--- config.mk ---
export PLATFORM = sky130hd
export DESIGN_NAME = sat_counter
export DESIGN_NICKNAME = d
export VERILOG_FILES = /design/src/rtl/sat_counter.sv
export SDC_FILE = /design/constraint.sdc
export NUM_CORES = 1
export LEC_CHECK = 0
export CAP_MARGIN = 20
export CORE_AREA = 4 4 41 43
export DETAILED_ROUTE_END_ITERATION = 16
export DIE_AREA = 0 0 45 47
export PLACE_DENSITY = 0.59
export SLEW_MARGIN = 20
export SYNTH_ARGS = -nofsm -noshare
export SYNTH_HDL_FRONTEND = slang
export SYNTH_SLANG_ARGS = --single-unit
export TNS_END_PERCENT = 10
--- constraint.sdc ---
create_clock -name clk_i -period 1 [get_ports clk_i]
set_clock_uncertainty 0.05 [all_clocks]
set_input_delay 0.15 -clock clk_i [delete_from_list [all_inputs] [get_ports clk_i]]
set_output_delay 0.15 -clock clk_i [all_outputs]
set_load 0.02 [all_outputs]
--- src/rtl/sat_counter.sv ---
// Saturating up-counter with synchronous clear; an increment in the clear cycle yields 1.
module sat_counter #(
    parameter int unsigned Width = 8
) (
    input  logic             clk_i,
    input  logic             rst_i,
    input  logic             clr_i,
    input  logic             inc_i,
    output logic [Width-1:0] count_o
);

    logic [Width-1:0] count_d;
    logic [Width-1:0] count_q;

    always_comb begin
        count_d = count_q;
        if (clr_i) begin
            count_d = '0;
        end
        if (inc_i && (count_d != {Width{1'b1}})) begin
            count_d = count_d + Width'(1);
        end
    end

    always_ff @(posedge clk_i) begin
        if (rst_i) begin
            count_q <= '0;
        end else begin
            count_q <= count_d;
        end
    end

    assign count_o = count_q;

endmodule

==> reports/qor.yml <==
fillers: 145
route.met2.wl_um: 551
yosys.stat.seqShare: 0.4339
slew_headroom: 0.7702
cts_root_buffer: "clkbuf_4"
final_antenna_net_count: 0
tool_warnings: 29
synth.yosys.chip_area_um2: 369.1
cts_num_sinks: 8
power.ir.vdd_worst_mv: 0.5235
dpl_cell_area_um2: 595.6
seqCellArea_um2: 177.7
global_route.usage.total: 0.1260
violations: "setup timing"
synth-async-reset-ratio: 0
tapCellCount: 15
ys_types: 20
inverters: 0
clk_pin_slew_worst_paths_ps: 70
num_antenna_cells: 0
place.detailed.hpwl_um: 816.5
synth-xor-area-share: 0
cell_class_with_the_largest_area_share: "logic gates"
grt_first_pass_wirelength_um: 1794
outcome: "complete, but fails checks"
tightestPinTransition_ps: 344.7
worstSetupStartpointType: "flip-flop"
fin_area_um2: 600.6
setup_viol: 5
post_cts.resized_instances: 41
floorplan.die.height_um: 47
timing_worst_setup_path_type: "flip-flop to flip-flop"
p_leak_uw: 0.0002432
routabilityCongestion: 0.8556
numSynthFlops: 8
syn_inst: 41
hold_depth: 5
pwr.group.sequential_uw: 319
detail_route.drc_violations: 0
comb-cell-share: 0.3750
pre_cts_ws_ps: -440.1
design.core.area_um2: 1301
cts_made_buffers: 3
numPortBuffers: 11
capturing_point_of_the_worst_reg2reg_path: "count_o[5]$_SDFF_PP0_"
yosys.area.top_type_share: 0.4339
grt.met1_usage: 0.1491
switching_share: 0.2416
multiInputCombCellCount: 33
clock_buffer_count: 4
worst-endpoint-arrival_ps: 1170
dominant_power_group: "registers"
first_global_vias: 401
critPathLaunch: "count_o[6]$_SDFF_PP0_"
seqAreaFraction: 0.2958
final.setup.worst_slack_ps: -67.52
slowest_delay_ps: 350
ys_cells: 41
final_core_util: 0.4615
Fig. 1: PDN straps and rails
Scale: 10 px per um. Pins as bars on the die edge.
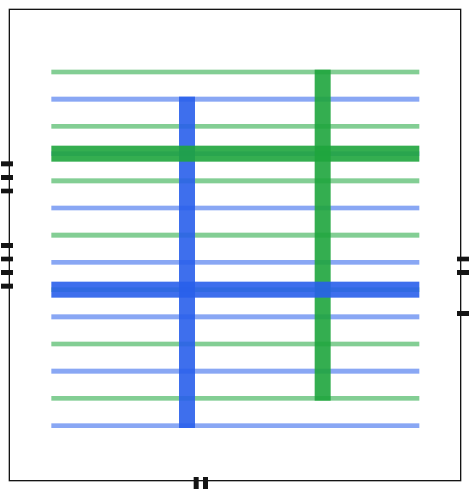
| colour | net |
|---|---|
| green | VDD |
| blue | VSS |
signal pins: 12
met1 rails: 14
rows: 13
met4 straps: 2
met5 straps: 2

Fig. 2: drive-strength map
Scale: 6 px per um.
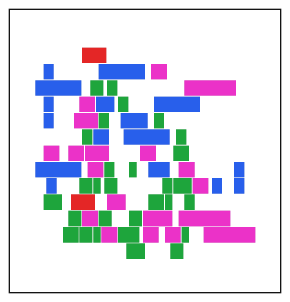
| colour | size | cells | most used |
|---|---|---|---|
| red | _6 and larger | 2 | buf_6 |
| blue | _2 cells | 16 | buf_2 |
| green | _0 and _1 cells | 29 | a21oi_1 |
| magenta | _3 and _4 cells | 19 | buf_4 |

